Fig. 1: placement by cell class
Fill, decap, tap and diode cells in gray.
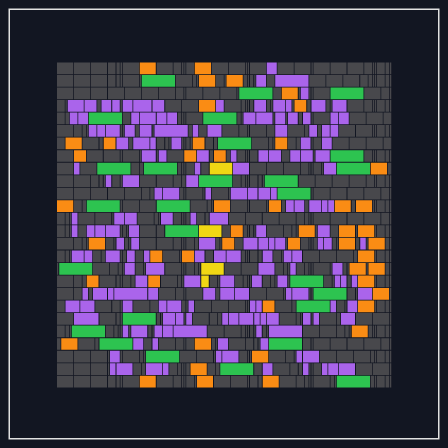
Fig. 2: cell outlines without signal wires
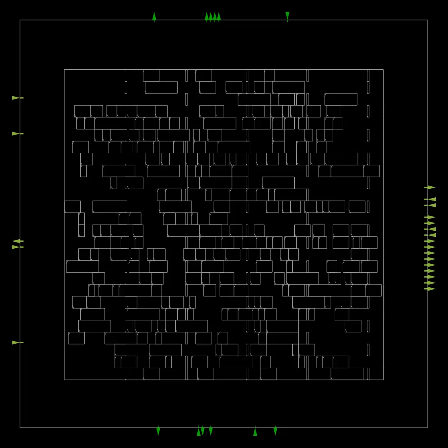
Fig. 3: metal 3
The bar under the picture is 20 um long.
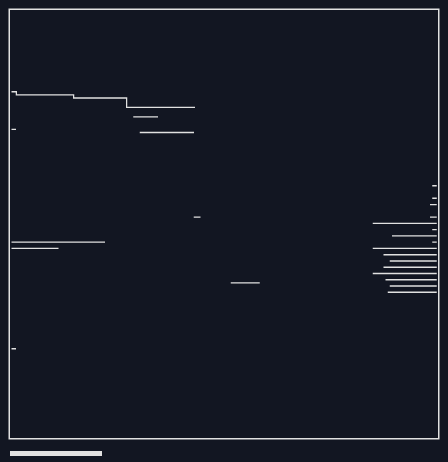
Fig. 4: I/O nets highlighted
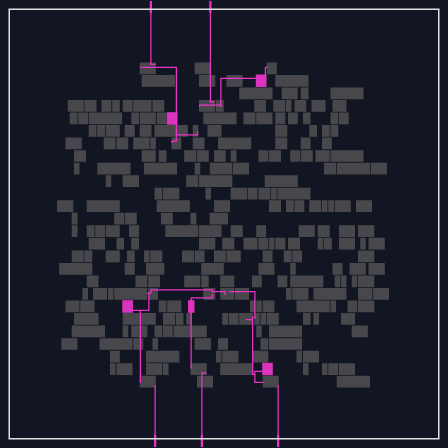
Fig. 5: signal wires on met2
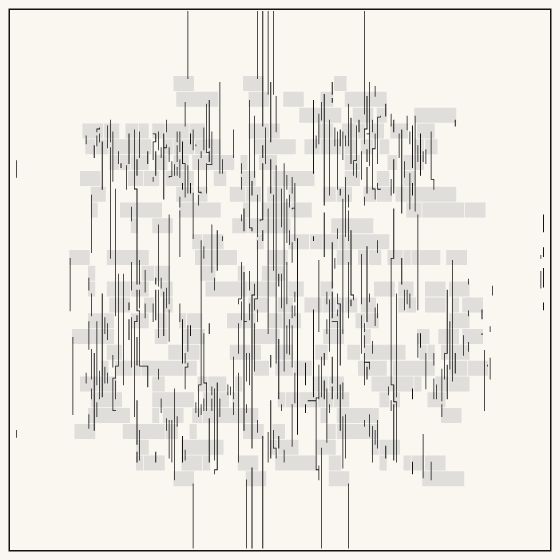
## config.mk

```make
export PLATFORM = sky130hd
export DESIGN_NAME = rr_req_agent
export DESIGN_NICKNAME = d
export VERILOG_FILES = /design/src/rtl/rr_pkg.sv /design/src/rtl/rr_pend_cnt.sv /design/src/rtl/rr_req_agent.sv
export SDC_FILE = /design/constraint.sdc
export NUM_CORES = 1
export LEC_CHECK = 0
export CELL_PAD_IN_SITES_DETAIL_PLACEMENT = 0
export CELL_PAD_IN_SITES_GLOBAL_PLACEMENT = 1
export CORE_MARGIN = 10
export CORE_UTILIZATION = 35
export CTS_CLUSTER_DIAMETER = 50
export CTS_CLUSTER_SIZE = 30
export DETAILED_ROUTE_END_ITERATION = 10
export PLACE_DENSITY_LB_ADDON = 0.1
export SYNTH_ARGS = -nofsm -noshare
export SYNTH_HDL_FRONTEND = slang
export SYNTH_SLANG_ARGS = --single-unit
```

## constraint.sdc

```tcl
create_clock -name clk_i -period 3 [get_ports clk_i]
set_input_delay 0.6 -clock clk_i [delete_from_list [all_inputs] [get_ports clk_i]]
set_output_delay 0.6 -clock clk_i [all_outputs]
set_load 0.01 [all_outputs]
```

## src/rtl/rr_pkg.sv

```systemverilog
// Shared types and helpers for the round-robin requester agent.
package rr_pkg;

    typedef enum logic [1:0] {
        IDLE,
        ISSUE,
        WAIT
    } state_t;

    // Saturation value of a pending counter of the given width.
    function automatic int cnt_max(input int width);
        return (1 << width) - 1;
    endfunction

endpackage

```

## src/rtl/rr_pend_cnt.sv

```systemverilog
// Saturating per-client pending-request counter: +1 on inc, -1 on dec, floor at 0.
module rr_pend_cnt
    import rr_pkg::*;
#(
    parameter int CNTWIDTH = 3
) (
    input  logic                clk_i,
    input  logic                rst_i,
    input  logic                inc,
    input  logic                dec,
    output logic [CNTWIDTH-1:0] cnt,
    output logic                full,
    output logic                ovf
);

    localparam logic [CNTWIDTH-1:0] MAX = CNTWIDTH'(cnt_max(CNTWIDTH));

    assign full = (cnt == MAX);
    // A set that coincides with a retire cancels out, so it never overflows.
    assign ovf  = inc & ~dec & full;

    // NOTE: sequential state uses non-blocking assignments so every flop samples pre-edge values.
    always_ff @(posedge clk_i) begin
        if (!rst_i) begin
            cnt <= '0;
        end else if (inc && !dec && !full) begin
            cnt <= cnt + 1'b1;
        end else if (dec && !inc && cnt != '0) begin
            cnt <= cnt - 1'b1;
        end
    end

    retire_on_empty : assert property (@(posedge clk_i) disable iff (!rst_i) dec |-> cnt != '0);

endmodule

```

## src/rtl/rr_req_agent.sv

```systemverilog
// Requester side of the round-robin arbiter: counts client requests, issues
// request snapshots, captures the grant and hands it to a consumer.
module rr_req_agent
    import rr_pkg::*;
#(
    parameter int REQCNT   = 5,
    parameter int REQWIDTH = $clog2(REQCNT),
    parameter int CNTWIDTH = 3
) (
    input  logic                clk_i,
    input  logic                rst_i,
    input  logic [REQCNT-1:0]   req_set_i,
    output logic [REQCNT-1:0]   req_full_o,
    output logic [REQCNT-1:0]   req_o,
    output logic                req_val_o,
    input  logic [REQWIDTH-1:0] req_num_i,
    output logic                gnt_val_o,
    input  logic                gnt_rdy_i,
    output logic [REQWIDTH-1:0] gnt_num_o,
    output logic [REQCNT-1:0]   gnt_oh_o,
    output logic                bad_gnt_o,
    output logic                ovf_o
);

    state_t              state, state_nxt;
    logic [REQCNT-1:0]   req_nxt;
    logic [REQWIDTH-1:0] gnt_num_nxt;
    logic                bad_nxt;
    logic [REQCNT-1:0]   pend, dec, ovf_pulse, gnt_bit;
    logic                gnt_ok;
    logic [CNTWIDTH-1:0] cnt [REQCNT];

    for (genvar c = 0; c < REQCNT; c++) begin : g_cnt
        rr_pend_cnt #(.CNTWIDTH(CNTWIDTH)) u_cnt (
            .clk_i (clk_i),
            .rst_i (rst_i),
            .inc   (req_set_i[c]),
            .dec   (dec[c]),
            .cnt   (cnt[c]),
            .full  (req_full_o[c]),
            .ovf   (ovf_pulse[c])
        );
        assign pend[c] = (cnt[c] != '0);
    end

    // An out-of-range index shifts the bit away, so it also fails the snapshot match.
    assign gnt_bit   = REQCNT'(1) << req_num_i;
    assign gnt_ok    = |(req_o & gnt_bit);
    assign req_val_o = (state == ISSUE);
    assign gnt_val_o = (state == WAIT);
    assign gnt_oh_o  = gnt_val_o ? (REQCNT'(1) << gnt_num_o) : '0;

    // NOTE: every combinational output gets a default first, so no path can infer a latch.
    always_comb begin
        state_nxt   = state;
        req_nxt     = req_o;
        gnt_num_nxt = gnt_num_o;
        bad_nxt     = bad_gnt_o;
        dec         = '0;
        case (state)
            IDLE: begin
                req_nxt = pend;
                if (|pend) state_nxt = ISSUE;
            end
            ISSUE: begin
                if (gnt_ok) begin
                    dec         = gnt_bit;
                    gnt_num_nxt = req_num_i;
                    state_nxt   = WAIT;
                end else begin
                    bad_nxt   = 1'b1;
                    state_nxt = IDLE;
                end
            end
            WAIT: begin
                if (gnt_rdy_i) begin
                    req_nxt   = pend;
                    state_nxt = (|pend) ? ISSUE : IDLE;
                end
            end
            default: state_nxt = IDLE;
        endcase
    end

    always_ff @(posedge clk_i) begin
        if (!rst_i) begin
            state     <= IDLE;
            req_o     <= '0;
            gnt_num_o <= '0;
            bad_gnt_o <= 1'b0;
            ovf_o     <= 1'b0;
        end else begin
            state     <= state_nxt;
            req_o     <= req_nxt;
            gnt_num_o <= gnt_num_nxt;
            bad_gnt_o <= bad_nxt;
            ovf_o     <= ovf_o | (|ovf_pulse);
        end
    end

endmodule

```

==> reports/qor.tcl <==
set qor(min_delay_startpoint) {bad_gnt_o}
set qor(postSynthCellCount) 225
set qor(place_ws_ns) 0.104
set qor(top_register) {g_cnt.u_cnt.cnt}
set qor(skew_ns) 0.00189
set qor(warning_count) 26
set qor(final-seq-area_um2) 541
set qor(synth.most_common_cell) {dfxtp_1}
set qor(grt_busiest_layer) {met2}
set qor(pwr-share-clk) 0.234
set qor(pwr-share-comb) 0.289
set qor(final_core_util) 0.458
set qor(worst-path-buf-inv) 1
set qor(signal_buffers) 48
set qor(largest_cell_class) {combinational gates}
set qor(ctsHoldBuffers) 0
set qor(place.detailed.instances) 327
set qor(postCtsResizedCells) 0
set qor(dr.pass1.iters) 4
set qor(timing.final.crit_period_ns) 2.59
set qor(placed_cell_area_mm2) 0.00231
set qor(synth_sequential_area_ratio) 0.291
set qor(timing.critical_path.arrival_ns) 2.74
set qor(timing.setup.tns_ns) 0
set qor(hold-path-cell-count) 1
set qor(synth_cell_area_mm2) 0.00186
set qor(clock_buffer_count) 3
set qor(wl_mm) 5.16
set qor(hold_slack_ns) 0.479
set qor(fp.dieW_um) 92.9
set qor(place.gp.congestion) 0.809
set qor(crit_cells) 8
set qor(via_count_of_the_first_global_routing_pass) 1704
set qor(asyncSetResetFlopFracSynth) 0
set qor(pwr.group.combinational_mw) 0.270
set qor(yosysChipArea_mm2) 0.00186
set qor(postSynthRegisterBits) 27
set qor(vdd.ir_drop.worst_mv) 0.211
set qor(ctsHtreeMaxLevel) 1
set qor(global_route.usage.met1) 0.168
set qor(met3_wirelength_um) 216
set qor(switching_power_mw) 0.310
set qor(layout.area.comb_mm2) 0.00120
set qor(worst-endpoint-required_ns) 3.16
set qor(seq_cell_power_mw) 0.444
set qor(setup.worst_path.start) {req_num_i[1]}
set qor(mostFrequentLayoutCells) {32 x clkdlybuf4s50_1, 27 x dfxtp_1, 22 x nand2_1, 16 x buf_4, 12 x nand2b_1}
set qor(inverters_excl_clock) 10
set qor(cp_slowest_cell) {or4b_1}
set qor(synth.cellmix.xorXnorShare) 0
set qor(drc) 0
set qor(synthFlopType) {dfxtp_1}
set qor(yosys.area_share.aoi) 0.252
set qor(rsz_0062_raised_after_global_routing) {no}
set qor(globalRouteMet2Util) 0.183
set qor(switching_share) 0.332
set qor(synthTopLogicFamily) {simple AND/OR/NAND/NOR gates}
set qor(floorplan.core_area_mm2) 0.00514
set qor(instances_no_fill) 331
set qor(synth.mux.area_fraction) 0.0592
set qor(grt_remaining_overflow) 0
set qor(clk_pin_slew_ns) 0.10
set qor(drt-met1-wl_mm) 2.66
set qor(synth_cell_type_count) 52
set qor(enable_flop_cells) 0
set qor(largest_register_ffs) 15
set qor(flops) 27
set qor(netlist.top_cell.by_area) {dfxtp_1}
set qor(crit_type) {input port to flip-flop}
set qor(clock_sinks) 27
set qor(count_of_final_hold_check_violations) 0
set qor(hpwlAfterDp_mm) 3.97
set qor(drt_iter0_drc) 72
set qor(postCtsSetupBuffers) 0
set qor(worst_slew_margin_rel) 0.657
set qor(final_critical_path_setup_slack_ns) 0.414
set qor(routedWlPerCell_um) 15.6
set qor(setup_viol_count_final) 0
set qor(number_of_antenna_violations_at_the_first_check_in_global_routing) 0
set qor(design_area_mm2) 0.00235
set qor(global_route.usage.total) 0.119
set qor(status) {finished, final reports clean}
set qor(highest_layer) {met4}
set qor(max-cap-violations) 0
set qor(chip_area_mm2) 0.00863
set qor(cpPeakStageDelay_ns) 0.61
set qor(synth-simple-area-share) 0.280
set qor(final_net_count) 278
Notes on Fig. 1 above:
legend:
  yellow:
    class: clock drivers and dummy loads
    cells: 4
  green:
    class: flops
    cells: 27
  orange:
    class: other buffers and delay cells
    cells: 48
  purple:
    class: combinational and other logic
    cells: 182

Notes on Fig. 2 above:
tap cell instance count: 70
proportion of cell area occupied by registers: 0.230

Notes on Fig. 3 above:
wire length on this layer: 217 um
longest straight run: 20.0 um

Notes on Fig. 4 above:
legend:
  magenta:
    port: `req_full_o`
    bits: 5
    direction: output
    end_cells: 5
    wire: 220 um

Notes on Fig. 5 above:
longest straight run: 35.7 um
share of all routed wire: 44%
nets with wire on the layer: 225

Power is estimated from default activity; no workload was simulated.
